==> config.mk <==
export PLATFORM = sky130hd
export DESIGN_NAME = fetch_unit
export DESIGN_NICKNAME = d
export VERILOG_FILES = /design/src/rtl/fetch_pkg.sv /design/src/rtl/alt_pc_fifo.sv /design/src/rtl/fetch_unit.sv
export SDC_FILE = /design/constraint.sdc
export NUM_CORES = 1
export LEC_CHECK = 0
export CORE_MARGIN = 10
export CORE_UTILIZATION = 46
export CTS_CLUSTER_DIAMETER = 60
export CTS_CLUSTER_SIZE = 20
export DETAILED_ROUTE_END_ITERATION = 8
export PLACE_DENSITY = 0.82
export SYNTH_ARGS = -nofsm -noshare
export SYNTH_HDL_FRONTEND = slang
export SYNTH_SLANG_ARGS = --single-unit
==> constraint.sdc <==
create_clock -name clk -period 4.95 [get_ports clk]
set_clock_uncertainty 0.15 [all_clocks]
set_input_delay 0.7425 -clock clk [delete_from_list [all_inputs] [get_ports clk]]
set_output_delay 0.7425 -clock clk [all_outputs]
set_load 0.1 [all_outputs]
==> src/rtl/fetch_pkg.sv <==
// fetch_pkg -- shared constants and helpers for the LEGv8 instruction-fetch stage.
//   COND_BR_OP / CBZ_OP : opcode bytes (instr[31:24]) of the conditional branches
//   PC_INC              : sequential PC increment
//   NOP_INSTR           : value held by the IF/ID instruction register after reset
//   is_cond_br()        : 1 when an instruction word is B.cond or CBZ
package fetch_pkg;

    localparam logic [7:0]  COND_BR_OP = 8'h54;
    localparam logic [7:0]  CBZ_OP     = 8'hB4;
    localparam logic [63:0] PC_INC     = 64'd4;
    localparam logic [31:0] NOP_INSTR  = 32'h0;

    function automatic logic is_cond_br(input logic [31:0] instr);
        return (instr[31:24] == COND_BR_OP) || (instr[31:24] == CBZ_OP);
    endfunction

endpackage

==> src/rtl/alt_pc_fifo.sv <==
// alt_pc_fifo -- FIFO of alternate (not-predicted) PCs, one entry per
// conditional branch in flight between fetch and resolution.
//   clk, reset (async, active-high), en (global hold when 0)
//   push/din  : enqueue an alternate PC
//   pop       : dequeue the head (ignored when empty)
//   clear     : discard every entry (rd_ptr jumps to wr_ptr); wins over push/pop
//   dout      : head entry, combinational
//   full/empty: occupancy flags
// Pointers are log2(DEPTH)+1 bits so full and empty are told apart by the
// pointer difference; they wrap naturally.
module alt_pc_fifo
    import fetch_pkg::*;
#(
    parameter int DEPTH = 4
) (
    input  logic        clk,
    input  logic        reset,
    input  logic        en,
    input  logic        push,
    input  logic        pop,
    input  logic        clear,
    input  logic [63:0] din,
    output logic [63:0] dout,
    output logic        full,
    output logic        empty
);

    localparam int AW = $clog2(DEPTH);

    logic [AW:0]  wr_ptr_reg;
    logic [AW:0]  rd_ptr_reg;
    logic [AW:0]  count;
    logic         do_push;
    logic         do_pop;
    logic [63:0]  mem [DEPTH];

    assign count = wr_ptr_reg - rd_ptr_reg;
    assign full  = (count == (AW+1)'(DEPTH));
    assign empty = (count == '0);

    // A push into a full FIFO is only accepted when a pop frees a slot in the
    // same cycle.
    assign do_pop  = pop & ~empty;
    assign do_push = push & (~full | do_pop);

    always_ff @(posedge clk or posedge reset) begin
        if (reset) begin
            wr_ptr_reg <= '0;
            rd_ptr_reg <= '0;
        end else if (en) begin
            if (clear) begin
                rd_ptr_reg <= wr_ptr_reg;
            end else begin
                if (do_push) wr_ptr_reg <= wr_ptr_reg + 1'b1;
                if (do_pop)  rd_ptr_reg <= rd_ptr_reg + 1'b1;
            end
        end
    end

    // Storage needs no reset: an entry is only read after it has been written.
    always_ff @(posedge clk) begin
        if (en && do_push && !clear) begin
            mem[wr_ptr_reg[AW-1:0]] <= din;
        end
    end

    assign dout = mem[rd_ptr_reg[AW-1:0]];

endmodule

==> src/rtl/fetch_unit.sv <==
// fetch_unit -- IF stage of the pipelined LEGv8 CPU.
// Holds the PC, selects the next PC from the branch prediction supplied by
// hazard detection, registers the IF/ID latch and tracks the alternate PC of
// every in-flight conditional branch so a misprediction can restart fetch.
//   clk, reset (async, active-high), en (global hold)
//   IMem_Addr/IMem_Data          : combinational instruction memory interface
//   TakeBranch, IF_Address       : prediction and byte offset for the current instr
//   Stall                        : load-use stall, holds PC and IF/ID
//   Flush, Br_Resolve            : oldest branch resolves; Flush marks a mispredict
//   IF_ID_PC/Instruction/Valid   : IF/ID pipeline latch
//   Fetch_Full_Stall             : fetch blocked on a full alternate-PC FIFO
//   Perf_*                       : performance counters
// Build option: define FETCH_PERF_CNT_EN to build the three saturating
// performance counters; otherwise the Perf_* outputs are tied to zero.
module fetch_unit
    import fetch_pkg::*;
#(
    parameter logic [63:0] RESET_PC = 64'h0,
    parameter int          DEPTH    = 4
) (
    input  logic        clk,
    input  logic        reset,
    input  logic        en,
    output logic [63:0] IMem_Addr,
    input  logic [31:0] IMem_Data,
    input  logic        TakeBranch,
    input  logic [63:0] IF_Address,
    input  logic        Stall,
    input  logic        Flush,
    input  logic        Br_Resolve,
    output logic [63:0] IF_ID_PC,
    output logic [31:0] IF_ID_Instruction,
    output logic        IF_ID_Valid,
    output logic        Fetch_Full_Stall,
    output logic [31:0] Perf_Fetched,
    output logic [31:0] Perf_Mispredicts,
    output logic [31:0] Perf_FullStalls
);

    logic [63:0] pc_reg;
    logic [63:0] if_id_pc_reg;
    logic [31:0] if_id_instr_reg;
    logic        if_id_valid_reg;

    logic        is_cond;
    logic [63:0] seq_pc;
    logic [63:0] tgt_pc;
    logic [63:0] npc;
    logic [63:0] alt_pc;
    logic        fifo_full;
    logic        fifo_empty;
    logic [63:0] fifo_head;
    logic        pop;
    logic        recover;
    logic        full_stall;
    logic        advance;
    logic        push;

    assign is_cond = is_cond_br(IMem_Data);
    assign seq_pc  = pc_reg + PC_INC;
    assign tgt_pc  = pc_reg + IF_Address;
    assign npc     = TakeBranch ? tgt_pc : seq_pc;
    assign alt_pc  = TakeBranch ? seq_pc : tgt_pc;

    // A resolve on an empty FIFO has no prediction behind it, so it is
    // ignored entirely, recovery included.
    assign pop        = Br_Resolve & ~fifo_empty;
    assign recover    = Br_Resolve & Flush & ~fifo_empty;
    // pop covers recover, so a recovery never reports a full stall.
    assign full_stall = is_cond & fifo_full & ~pop;
    assign advance    = en & ~Stall & ~recover & ~full_stall;
    assign push       = advance & is_cond;

    alt_pc_fifo #(
        .DEPTH (DEPTH)
    ) u_alt_fifo (
        .clk   (clk),
        .reset (reset),
        .en    (en),
        .push  (push),
        .pop   (pop),
        .clear (recover),
        .din   (alt_pc),
        .dout  (fifo_head),
        .full  (fifo_full),
        .empty (fifo_empty)
    );

    // Priority: recover > stall > full-FIFO bubble > normal advance.
    always_ff @(posedge clk or posedge reset) begin
        if (reset) begin
            pc_reg          <= RESET_PC;
            if_id_pc_reg    <= 64'h0;
            if_id_instr_reg <= NOP_INSTR;
            if_id_valid_reg <= 1'b0;
        end else if (en) begin
            if (recover) begin
                pc_reg          <= fifo_head;
                if_id_valid_reg <= 1'b0;
            end else if (Stall) begin
                pc_reg          <= pc_reg;
            end else if (full_stall) begin
                if_id_valid_reg <= 1'b0;
            end else begin
                pc_reg          <= npc;
                if_id_pc_reg    <= pc_reg;
                if_id_instr_reg <= IMem_Data;
                if_id_valid_reg <= 1'b1;
            end
        end
    end

    assign IMem_Addr         = pc_reg;
    assign IF_ID_PC          = if_id_pc_reg;
    assign IF_ID_Instruction = if_id_instr_reg;
    assign IF_ID_Valid       = if_id_valid_reg;
    assign Fetch_Full_Stall  = full_stall;

`ifdef FETCH_PERF_CNT_EN
    logic [31:0] fetched_reg;
    logic [31:0] mispredicts_reg;
    logic [31:0] full_stalls_reg;

    always_ff @(posedge clk or posedge reset) begin
        if (reset) begin
            fetched_reg     <= '0;
            mispredicts_reg <= '0;
            full_stalls_reg <= '0;
        end else if (en) begin
            if (advance && fetched_reg != '1)
                fetched_reg <= fetched_reg + 32'd1;
            if (recover && mispredicts_reg != '1)
                mispredicts_reg <= mispredicts_reg + 32'd1;
            if (full_stall && full_stalls_reg != '1)
                full_stalls_reg <= full_stalls_reg + 32'd1;
        end
    end

    assign Perf_Fetched     = fetched_reg;
    assign Perf_Mispredicts = mispredicts_reg;
    assign Perf_FullStalls  = full_stalls_reg;
`else
    assign Perf_Fetched     = 32'd0;
    assign Perf_Mispredicts = 32'd0;
    assign Perf_FullStalls  = 32'd0;
`endif

`ifndef SYNTHESIS
    // Protocol checks on the resolve interface from the execute stage.
    always @(posedge clk) begin
        if (!reset && en) begin
            assert (!(Br_Resolve && fifo_empty))
                else $error("fetch_unit: Br_Resolve with no branch in flight");
            assert (!(Flush && !Br_Resolve))
                else $error("fetch_unit: Flush without Br_Resolve");
        end
    end
`endif

endmodule

==> results.yml <==
# physical design summary
run_status:
  status: "finished clean"
worst_setup_path:
  cp_num_buf_inv: 3
  reg2regPathDepth: 11
  cp-endpoint: "u_alt_fifo.mem[0][62]$_DFFE_PP_"
  start_kind: "input port"
  path_cells: "clkdlybuf4s50_1, ha_1, inv_1, fa_1, nand2b_1, a21oi_1, o21a_1, o21ai_0, a2111oi_0, buf_4, o21ai_0, nand2_1, o21ai_0, xnor2_1, nand2_1, o21ai_0"
  critPathKind: "in2reg"
  crit_start: "IF_Address[0]"
  max_stage_delay_ns: 0.51
placement:
  post-dp-hpwl_um: 50800
  routabilityCongestion: 0.973
floorplan:
  initial_core_util_pct: 46.3
  fp-row-count: 82
  pin_count: 361
clock_network:
  h-tree-depth: 2
  postCtsHoldBufs: 0
  cts_tree: "built"
  postCtsSetupRepairBufs: 0
  clock_path_buffers: 3
logic_synthesis:
  synth_area_per_cell_um2: 10.4
  synth_top_area_share_pct: 33.2
  synth-main-ff-cell: "edfxtp_1"
  netlist_instances: 2231
  ys_warn_count: 0
  yosys_area_um2: 23100
  ys_seq_elements: 423
  largest_area_cell: "edfxtp_1"
  syn-cell-area_um2: 23100
cells_and_area:
  largest_reg_flops: 256
  utilization_pct: 55.1
  nets: 2638
  fillers: 4179
  lay_top_count: "nand2_1"
  lay_top_cells: "470 x nand2_1, 262 x clkdlybuf4s50_1, 256 x edfxtp_1"
global_routing:
  grt_max_degree: 95
  grt_pass1_wl_um: 110000
  grt_pass1_vias: 18300
flow_run:
  tool_warnings: 29
  maxCapViolations: 0
final_timing:
  finalClockPeriodUsage_pct: 88.1
  relSlewSlack_pct: 19.2
  whs_ns: 0.310
  slew_violations: 0
detailed_routing:
  routed_via_density: 5.78
  drtIter0Drc: 1927
  num_vias: 18300
  finalWirelength_um: 72600
[layer usage]
layer	part of all wire (%)	vias to the layer above	track usage (%)	wire length (um)
met3	9.5	179	5.94	6860
li1	-	8261	-	-
met2	48	938	39.1	34800
met1	39	8911	29.5	28400
met5	0.018	-	0	13
met4	3.5	2	9.35	2530
[layout make-up]
type / count / area [um^2] / share of cell area, %
diodes: 1 / 2.50 / 0.00908
clock buffers: 39 / 922 / 3.35
clock inverters: 27 / 358 / 1.30
inverters: 40 / 154 / 0.559
multi-input cells: 1648 / 10300 / 37.5
flip-flops and latches: 423 / 11900 / 43.1
well taps: 672 / 841 / 3.05
repair buffers: 314 / 3080 / 11.2
[cell usage after synthesis, types with 35 or more instances]
master / number
edfxtp_1: 256
buf_4: 96
ha_1: 71
inv_1: 39
nand3_1: 48
nor2_1: 140
nand4_1: 35
dfrtp_1: 167
nand2_1: 471
a21oi_1: 148
mux4_2: 64
clkbuf_1: 88
o21ai_0: 153
xor2_1: 55
xnor2_1: 70
[kinds of logic after synthesis]
kind of cell | synth area share (%)
compound gates | 12.1
xor+xnor | 4.73
fa+ha+maj | 3.93
buf+inv | 5.74
flops | 51.3
mux | 7.58
other cells | 0.0162
simple gates | 14.6
[power breakdown]
part,internal (W),switching [W]
Sequential,0.00479,0.000756
Clock,0.00160,0.00149
Combinational,0.00343,0.00897
Total,0.00983,0.0112
[through the flow]
stage / worst slack [ns] / std cells / instance area, um^2
final: 0.589 / 3164 / 27600
after global routing: 0.341 / 3163 / 27600
after CTS: 0.634 / 3163 / 27600
after detailed placement: 0.101 / 3097 / 26300
after global placement: 0.212 / 3097 / 26300
after floorplan: 0.613 / 2326 / 23500
==> images/floorplan.png <==
Scale: 2 px per um. Pins as bars on the die edge.
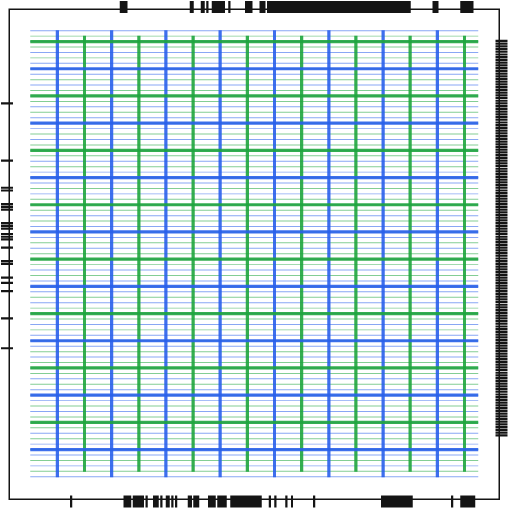
| net | color |
|---|---|
| VSS | blue |
| VDD | green |
met5 straps: 16
rows: 82
Max VDD drop: 0.000495 V
width of the die: 244 um
CORE AREA: 50000 um^2

==> images/closeup.png <==
Window x 97 to 147, y 146 to 196 um. Cells in gray, sequential cells in the stronger gray; small squares are vias.
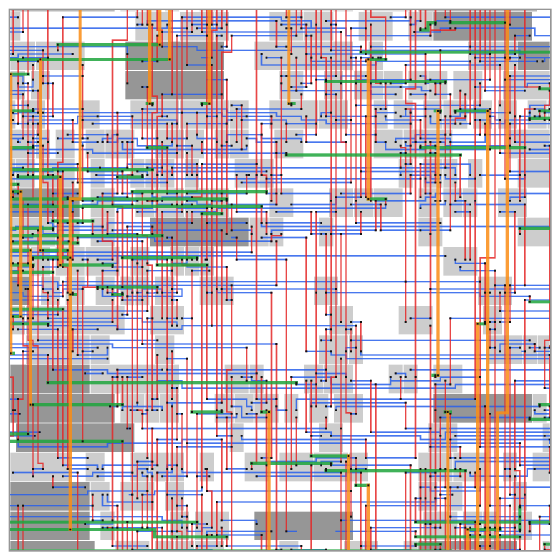
| layer | color |
|---|---|
| M3 | green |
| M2 | red |
| M1 | blue |
| M4 | orange |
most frequent: nand2_1 (22), a21oi_1 (21), o21ai_0 (20)
netlist names of flops here include: IMem_Addr (7), u_alt_fifo.mem (5)
cells with their middle in the window: 178
sequential cells in the window: 12

